Figure 1. Logic cells by family.
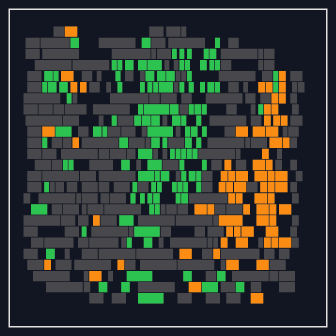
Figure 2. Placement view.
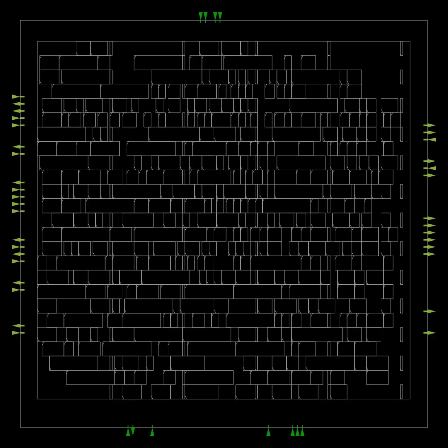
Figure 3. Cells colored by class.
Bar = 20 um.
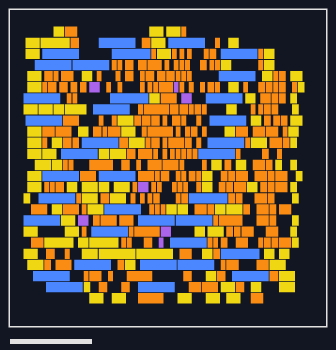
Figure 4. Clock distribution.
Bar = 20 um.
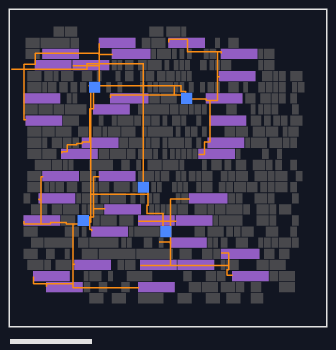
Figure 5. Met2 routing.
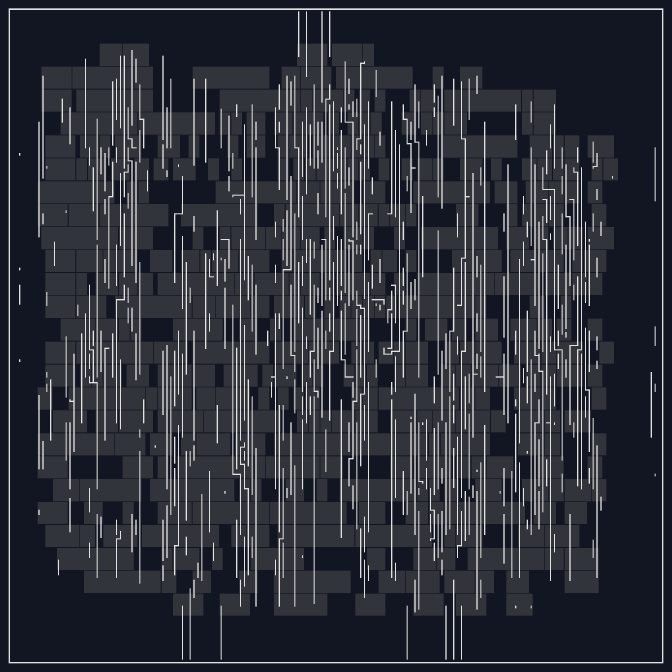
==> config.mk <==
export PLATFORM = sky130hd
export DESIGN_NAME = alu_sequencer_flat
export DESIGN_NICKNAME = d
export VERILOG_FILES = /design/src/rtl/alu_sequencer_if.sv /design/src/rtl/alu_sequencer.sv /design/src/flat_wrapper.sv
export SDC_FILE = /design/constraint.sdc
export NUM_CORES = 1
export LEC_CHECK = 0
export ABC_AREA = 1
export CAP_MARGIN = 10
export CORE_MARGIN = 3
export CORE_UTILIZATION = 39
export CTS_BUF_LIST = sky130_fd_sc_hd__clkbuf_4
export CTS_CLUSTER_DIAMETER = 120
export CTS_CLUSTER_SIZE = 8
export DETAILED_ROUTE_END_ITERATION = 12
export PLACE_DENSITY = 0.67
export SYNTH_ARGS = -nofsm -noshare
export SYNTH_HDL_FRONTEND = slang
export SYNTH_SLANG_ARGS = --single-unit
==> constraint.sdc <==
create_clock -name clk -period 1.3 [get_ports clk]
set_input_delay 0.26 -clock clk [delete_from_list [all_inputs] [get_ports clk]]
set_output_delay 0.26 -clock clk [all_outputs]
set_load 0.01 [all_outputs]
==> src/rtl/alu_sequencer_if.sv <==
// Bundle of instruction, preload, external-ALU and status signals of the
// ALU sequencer. The sequencer takes the slave view, its environment the master.
interface alu_sequencer_if;
    logic       InValid;
    logic [7:0] Instr;
    logic       InReady;
    logic       LoadEn;
    logic [1:0] LoadAddr;
    logic [3:0] LoadData;
    logic [3:0] AluX;
    logic [3:0] AluY;
    logic [1:0] AluOp;
    logic [3:0] AluO;
    logic       Done;
    logic [3:0] Result;
    logic       Zero;
    logic [1:0] DbgAddr;
    logic [3:0] DbgData;

    modport slave (
        input  InValid, Instr, LoadEn, LoadAddr, LoadData, AluO, DbgAddr,
        output InReady, AluX, AluY, AluOp, Done, Result, Zero, DbgData
    );

    modport master (
        output InValid, Instr, LoadEn, LoadAddr, LoadData, AluO, DbgAddr,
        input  InReady, AluX, AluY, AluOp, Done, Result, Zero, DbgData
    );
endinterface

==> src/rtl/alu_sequencer.sv <==
// Three-state sequencer: issues one instruction to an external combinational
// ALU, captures its result, then writes it back into a small register file.
module alu_sequencer #(
    parameter int NREG = 4
) (
    input  logic           clk,
    input  logic           rst_n,
    alu_sequencer_if.slave bus
);

    typedef enum logic [1:0] {
        IDLE  = 2'd0,
        ISSUE = 2'd1,
        WB    = 2'd2
    } state_t;

    state_t     state;
    state_t     state_nxt;

    logic [7:0] instr_p0;
    logic [3:0] res_p1;
    logic [3:0] regs [NREG];

    logic       accept;
    logic       load_wr;
    logic       vld_p0;
    logic       vld_p1;

    logic [1:0] op_p0;
    logic [1:0] rd_p0;
    logic [1:0] rx_p0;
    logic [1:0] ry_p0;

    function automatic logic is_zero(input logic [3:0] v);
        return (v == 4'd0);
    endfunction

    assign op_p0 = instr_p0[7:6];
    assign rd_p0 = instr_p0[5:4];
    assign rx_p0 = instr_p0[3:2];
    assign ry_p0 = instr_p0[1:0];

    assign bus.DbgData = regs[bus.DbgAddr];

    always_ff @(posedge clk or negedge rst_n) begin
        if (!rst_n) begin
            state <= IDLE;
        end else begin
            state <= state_nxt;
        end
    end

    always_comb begin
        state_nxt = state;
        case (state)
            IDLE:    if (accept) state_nxt = ISSUE;
            ISSUE:   state_nxt = WB;
            WB:      state_nxt = IDLE;
            default: state_nxt = IDLE;
        endcase
    end

    // A preload in IDLE blocks acceptance, so the two never share an edge.
    always_comb begin
        bus.InReady = 1'b0;
        bus.AluX    = 4'd0;
        bus.AluY    = 4'd0;
        bus.AluOp   = 2'd0;
        accept      = 1'b0;
        load_wr     = 1'b0;
        vld_p0      = 1'b0;
        vld_p1      = 1'b0;
        case (state)
            IDLE: begin
                bus.InReady = !bus.LoadEn;
                load_wr     = bus.LoadEn;
                accept      = bus.InValid && !bus.LoadEn;
            end
            ISSUE: begin
                bus.AluX  = regs[rx_p0];
                bus.AluY  = regs[ry_p0];
                bus.AluOp = op_p0;
                vld_p0    = 1'b1;
            end
            WB: begin
                vld_p1 = 1'b1;
            end
            default: ;
        endcase
    end

    // Stage p0 -> p1: latch instruction, capture ALU result, write back.
    always_ff @(posedge clk or negedge rst_n) begin
        if (!rst_n) begin
            instr_p0   <= 8'd0;
            res_p1     <= 4'd0;
            bus.Result <= 4'd0;
            bus.Zero   <= 1'b0;
            bus.Done   <= 1'b0;
            for (int i = 0; i < NREG; i++) begin
                regs[i] <= 4'd0;
            end
        end else begin
            bus.Done <= vld_p1;
            if (accept) begin
                instr_p0 <= bus.Instr;
            end
            if (vld_p0) begin
                res_p1 <= bus.AluO;
            end
            if (load_wr) begin
                regs[bus.LoadAddr] <= bus.LoadData;
            end
            if (vld_p1) begin
                regs[rd_p0] <= res_p1;
                bus.Result  <= res_p1;
                bus.Zero    <= is_zero(res_p1);
            end
        end
    end

endmodule

==> src/flat_wrapper.sv <==
// flat-port wrapper written by rule: the top's interface ports become plain ports
module alu_sequencer_flat 
#(
    parameter int NREG = 4
)
  (clk, rst_n, bus_InValid, bus_Instr, bus_LoadEn, bus_LoadAddr, bus_LoadData, bus_AluO, bus_DbgAddr, bus_InReady, bus_AluX, bus_AluY, bus_AluOp, bus_Done, bus_Result, bus_Zero, bus_DbgData);
  alu_sequencer_if bus_i ();
  input  logic clk;
  input  logic rst_n;
  input wire logic [$bits(bus_i.InValid)-1:0] bus_InValid;
  input wire logic [$bits(bus_i.Instr)-1:0] bus_Instr;
  input wire logic [$bits(bus_i.LoadEn)-1:0] bus_LoadEn;
  input wire logic [$bits(bus_i.LoadAddr)-1:0] bus_LoadAddr;
  input wire logic [$bits(bus_i.LoadData)-1:0] bus_LoadData;
  input wire logic [$bits(bus_i.AluO)-1:0] bus_AluO;
  input wire logic [$bits(bus_i.DbgAddr)-1:0] bus_DbgAddr;
  output wire logic [$bits(bus_i.InReady)-1:0] bus_InReady;
  output wire logic [$bits(bus_i.AluX)-1:0] bus_AluX;
  output wire logic [$bits(bus_i.AluY)-1:0] bus_AluY;
  output wire logic [$bits(bus_i.AluOp)-1:0] bus_AluOp;
  output wire logic [$bits(bus_i.Done)-1:0] bus_Done;
  output wire logic [$bits(bus_i.Result)-1:0] bus_Result;
  output wire logic [$bits(bus_i.Zero)-1:0] bus_Zero;
  output wire logic [$bits(bus_i.DbgData)-1:0] bus_DbgData;
  assign bus_i.InValid = bus_InValid;
  assign bus_i.Instr = bus_Instr;
  assign bus_i.LoadEn = bus_LoadEn;
  assign bus_i.LoadAddr = bus_LoadAddr;
  assign bus_i.LoadData = bus_LoadData;
  assign bus_i.AluO = bus_AluO;
  assign bus_i.DbgAddr = bus_DbgAddr;
  assign bus_InReady = bus_i.InReady;
  assign bus_AluX = bus_i.AluX;
  assign bus_AluY = bus_i.AluY;
  assign bus_AluOp = bus_i.AluOp;
  assign bus_Done = bus_i.Done;
  assign bus_Result = bus_i.Result;
  assign bus_Zero = bus_i.Zero;
  assign bus_DbgData = bus_i.DbgData;
  alu_sequencer #(.NREG(NREG)) u_core (.clk(clk), .rst_n(rst_n), .bus(bus_i));
endmodule
==> flow_metrics.py <==
# Auto-generated metrics
metrics = {
    "status": {
        "status": "complete, but fails checks",
        "violations": "setup timing",
    },
    "synth": {
        "synth_top_area_share_pct": 45.3,
        "synthCells": 288,
        "most_common_cell": "nand2_1",
        "synth-edff-count": 0,
        "avgSynthCellArea_um2": 6.90,
        "area_leaders": "dfrtp_1 45%, nand2_1 18%, o21ai_0 9.1%",
        "ys_ff": 36,
        "postSynth.asyncResetShare_pct": 100,
        "ys_sh_mux_pct": 0,
        "synth_nets": 312,
        "aoi_share_pct": 17.6,
        "simple_gate_share_pct": 27.6,
        "yosys-top-cells-count": "93 x nand2_1, 43 x inv_1, 36 x dfrtp_1, 36 x o21ai_0, 34 x a21oi_1",
    },
    "detailed_routing": {
        "drt_wl_total_um": 6460,
        "wl_met2_um": 3140,
        "dr.pass1.iters": 4,
        "vias": 2266,
        "ant_nets": 0,
        "wl_met3_um": 439,
        "highest_layer": "met4",
    },
    "placed_design": {
        "place_hpwl_um": 4100,
        "dpl.cell_count": 430,
        "routabilityCongestion": 0.907,
        "port_buffers": 44,
        "place_area_um2": 2840,
    },
    "cells_and_area": {
        "nNonClkBuffers": 104,
        "final-seq-area_um2": 906,
        "syn_to_final_growth_pct": 73.1,
        "logic_area_um2": 1260,
        "clk_share_pct": 1.31,
        "reg_top3": "u_core.regs (16), u_core.instr_p0 (8)",
        "largest_cell_class": "logic gates",
        "buffer_area_share_pct": 27.9,
        "nNonClkInverters": 45,
        "utilization_pct": 71.4,
    },
    "final_timing": {
        "rsz0062_at_grt": "true",
        "finClkSkew_ns": 0.0115,
        "min_period_over_period_pct": 131,
        "setup_slack_ns": -0.402,
        "worst_pin_slew_ns": 0.290,
        "setup_tns_ns": -5.99,
        "setup_viol": 43,
    },
    "clocking": {
        "clockRootBuffer": "clkbuf_4",
        "cts_buffer_depth": 2,
        "postCtsSetupRepairBufs": 9,
        "htreeDepth": 2,
    },
    "pwr": {
        "top_power_group": "combinational logic",
        "p_comb_w": 0.00217,
        "p_sw_share_pct": 39.6,
        "power.density_nw_per_um2": 1300,
        "combinationalPowerShare_pct": 48.4,
        "pg_clk_w": 0.000540,
        "switching_power_w": 0.00177,
        "p_leak_nw": 1.67,
    },
    "global_route": {
        "grt_use_total_pct": 20.8,
        "top_usage_layer": "met2",
        "grt-ovfl-total": 0,
        "grt_max_degree": 37,
        "antenna_found_initial": 0,
    },
    "floorplan": {
        "core-area_um2": 4820,
        "n_tap_cell": 67,
        "fp_util_pct": 41.3,
    },
    "setup_path": {
        "slowest_stage": "dfrtp_2",
        "cp-end-kind": "primary output",
        "crit_chain": "buf_6 > a21oi_2 > o21ai_1 > a21oi_2 > buf_2",
        "cp.buffers_inverters": 2,
        "path_delay_family": "flip-flops",
        "cp.depth": 5,
        "cpMostUsedCell": "a21oi_2",
        "crit_path_start": "u_core.instr_p0[1]",
        "reg2reg_to": "u_core.regs[10]",
        "start_kind": "flop",
        "worstSetupPathType": "flop to primary output",
    },
    "job": {
        "cap_viol_max_count": 0,
    },
}
-- Figure 1 (at the start) --
| color | family | cells | most used |
|---|---|---|---|
| green | nand cells | 117 | nand2_1 |
| orange | aoi and oai cells | 70 | o21ai_1 |

-- Figure 2 (at the start) --
sequential cell area share: 26.3%
row count: 25
Seq cells: 36

-- Figure 3 (at the start) --
| color | class | cells |
|---|---|---|
| yellow | remaining buffers and delay cells | 104 |
| orange | remaining logic cells | 248 |
| purple | clock drivers and dummy loads | 7 |
| blue | registers | 36 |

-- Figure 4 (at the start) --
[purple] flip-flops | count: 36
[blue] clock-net drivers | count: 5
[orange] clock wires | length: 466 um
routed clock nets: 6

-- Figure 5 (at the start) --
share of all routed wire: 49%
main direction: vertical

Power and IR drop assume default switching activity.
